Figure 1. Placement density heat map.
The die is cut into 11 by 11 equal tiles; black is low, pale yellow is high, 0 to 100% covered.
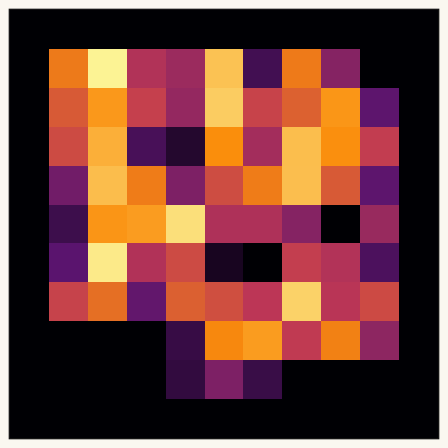
Figure 2. I/O nets highlighted.
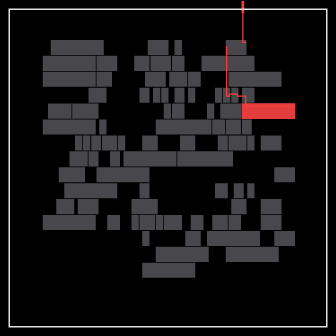
Figure 3. Logic cells by family.
The bar under the picture is 20 microns long.
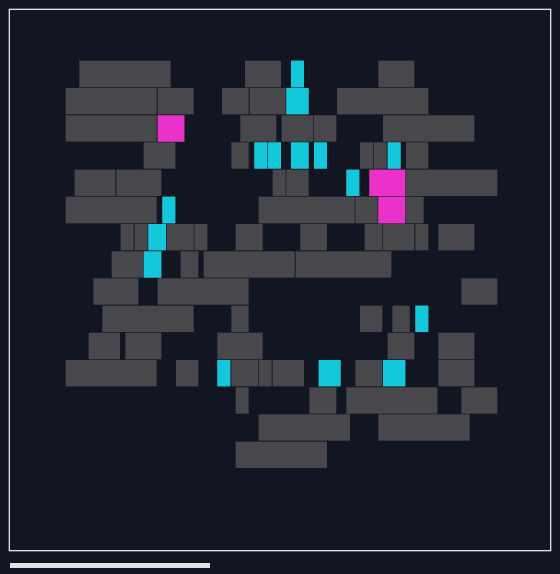
Figure 4. Metal 3.
The bar under the picture is 20 microns long.
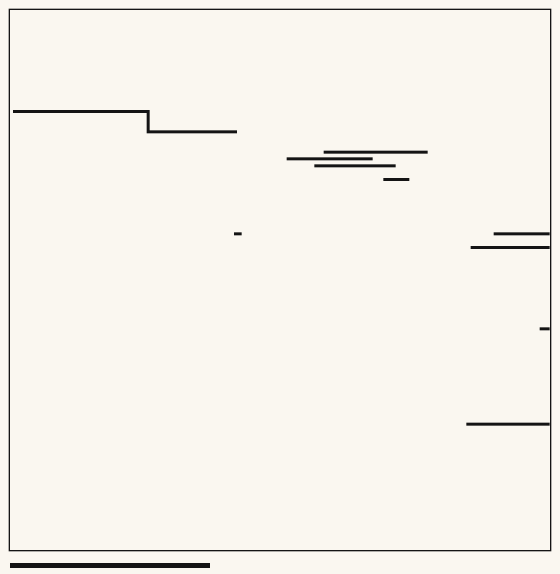
==> config.mk <==
export PLATFORM = sky130hd
export DESIGN_NAME = cpu_phase_gen
export DESIGN_NICKNAME = d
export VERILOG_FILES = /design/src/rtl/cpu_phase_gen.sv
export SDC_FILE = /design/constraint.sdc
export NUM_CORES = 1
export LEC_CHECK = 0
export CELL_PAD_IN_SITES_DETAIL_PLACEMENT = 0
export CELL_PAD_IN_SITES_GLOBAL_PLACEMENT = 1
export CORE_MARGIN = 5
export CORE_UTILIZATION = 40
export DETAILED_ROUTE_END_ITERATION = 6
export HOLD_SLACK_MARGIN = 0.12
export PLACE_DENSITY = 0.76
export SLEW_MARGIN = 20
export SYNTH_ARGS = -nofsm -noshare
export SYNTH_HDL_FRONTEND = slang
export SYNTH_SLANG_ARGS = --single-unit
==> constraint.sdc <==
create_clock -name clk -period 1.7 [get_ports clk]
set_clock_uncertainty 0.05 [all_clocks]
set_input_delay 0.17 -clock clk [delete_from_list [all_inputs] [get_ports clk]]
set_output_delay 0.17 -clock clk [all_outputs]
set_load 0.01 [all_outputs]
==> deck_impl_summary.md <==
Flow Results at a Glance

Synthesis
  • Compound Share, Synth: 12.4%
  • Synth Warn #: 0
  • Post-Syn Area: just under 800 sq um
  • Post-synth regs: 17
  • Post-synth ARST share: 100%
  • Adder Area Share: just under 5%
  • Top-area cell share: 48.5%
  • Area leader, netlist: dfrtp_1
  • Post-synth EDFFs: 0
  • Basic Gates by Area: approximately a fifth
  • Most frequent cell after synthesis: dfrtp_1
  • Syn_area_per_cell: 10.8 sq um
  • Yosys stat area: roughly 770 sq um
  • Synth cell types: 31

GRT
  • Vias in the first global route: just over 500
  • Initial antenna violation count: 0
  • Overflow after GRT: 0
  • Largest net degree at the start of global routing: 15

Clocking
  • Post-CTS Resized: 0
  • Worst-path clk slew: 0.11 ns
  • Clk Latency, worst-skew pair: roughly 0.29 ns
  • Post-CTS setup buffers: 0
  • CTS Root Cell: clkbuf_4
  • CTS Sinks: 17
  • H-Tree Depth: 1
  • TritonCTS buffer count: 3
  • CTS tree: done
  • Deepest clock path buffer count: 2

Routing
  • Total number of vias: 549
  • Average wire per standard cell: around 12 microns
  • First DRT Iteration DRCs: 13
  • First-pass DRT Iterations: 4

Layout
  • Buffer share of cell area: between 10% and 20%
  • Gate Area: approximately 320 sq um
  • Non-clock buffers: 11
  • CLK BUF: 3
  • Registers: 17
  • Clock buffers and inverters, area share: 2.97%
  • Number of multi-input logic gates: around 50
  • Sequential cell area: 428 sq um

Pwr
  • Power, Total: between 1 and 1.5 mW
  • Leading power group: registers
  • Comb pwr: about 0.41 mW
  • PwrDens: about 1400 nW/um^2
  • P_clk: 0.217 mW
  • VDD IR max: approximately 0.83 mV
  • Psw: 0.442 mW
  • Reg power frac: between 50 and 60%

Die
  • Tap cells: 27
  • Rows: 16
  • Chip area: 2920 sq um

Timing
  • Setup_tns: 0 ns
  • Fin crit share: around nine tenths
  • # setup viols final: 0
  • Relative slew slack: just over 70%
  • Final Hold Fails: 0
  • Worst Tran Pin Value: 0.427 ns
  • Min Hold Slack: about 0.40 ns
  • Slew Limit Fails: 0

Setup path
  • WS Path Type: flip-flop to output pin
  • Critical path required time: 1.48 ns
  • Critical Path AT: 1.30 ns
  • Crit-path slowest cell: clkdlybuf4s50_1
  • Critical Path, Cell by Cell: clkdlybuf4s50_1
  • Max stage delay on crit path: about 0.56 ns
  • Cell family with most CP delay: buffers and inverters
  • R2r worst-path depth: 5

Min path
  • Hold path cells: 1

Status
  • Status: complete, no violations
Back to the opening pictures, Figure 1:
nearly empty tiles: 43%
mean over tiles: 31%
densest ninth of the die: center
tiles over 75% full: 14%
FP Core Util: 40.7%
Core ar.: 1900 sq um
Final Util: 48.8%

Back to the opening pictures, Figure 2:
legend:
  halted:
    color: red
    bits: 1
    direction: output
    edge: north
    end_cells: 1
    buffers: 1
    wire: 28.1 microns
port bufs: 9
Ports: 10

Back to the opening pictures, Figure 3:
legend:
  NAND gates:
    color: cyan
    cells: 15
  AND-OR and OR-AND gates:
    color: magenta
    cells: 3
share of cell area taken by multi-input logic gates: 34.4%
most numerous logic cell after layout: dfrtp_1
Finished Layout Cells: 112

Back to the opening pictures, Figure 4:
wire length on this layer: 74.5 microns
nets with wire on the layer: 9
longest straight run: 13.3 microns
met3 usage: 2.49%
routed wire length: 1.38 mm

[layer usage]
layer / up-vias / wire [microns] / track usage (%)
met5: - / 0 / 0
met4: 0 / 10 / 7.47
met3: 2 / 74 / 2.49
met2: 13 / 662 / 18.3
met1: 261 / 628 / 14.2
li1: 273 / - / -
[cells in the final DEF, fill, tap and decap left out, types with 2 or more instances in the layout]
cell	synthesis	layout
dfstp_2	2	2
ha_1	3	3
nor2_2	2	2
nor2_1	6	6
clkdlybuf4s50_1	0	9
nand2_1	9	9
xnor2_1	3	3
dfrtp_1	15	15
clkbuf_4	0	3
inv_1	3	3
o21ai_1	3	3
nand2b_1	3	3
nand3_1	3	3
[timing repair]
| item | 4_1_cts | 5_1_grt |
|---|---|---|
| hold endpoints to repair | 5 | 0 |
| endpoints found under the setup margin | 0 | 0 |
| hold buffers | 1 | 0 |
Power figures rest on the tool's default switching activity, not on a simulated workload.
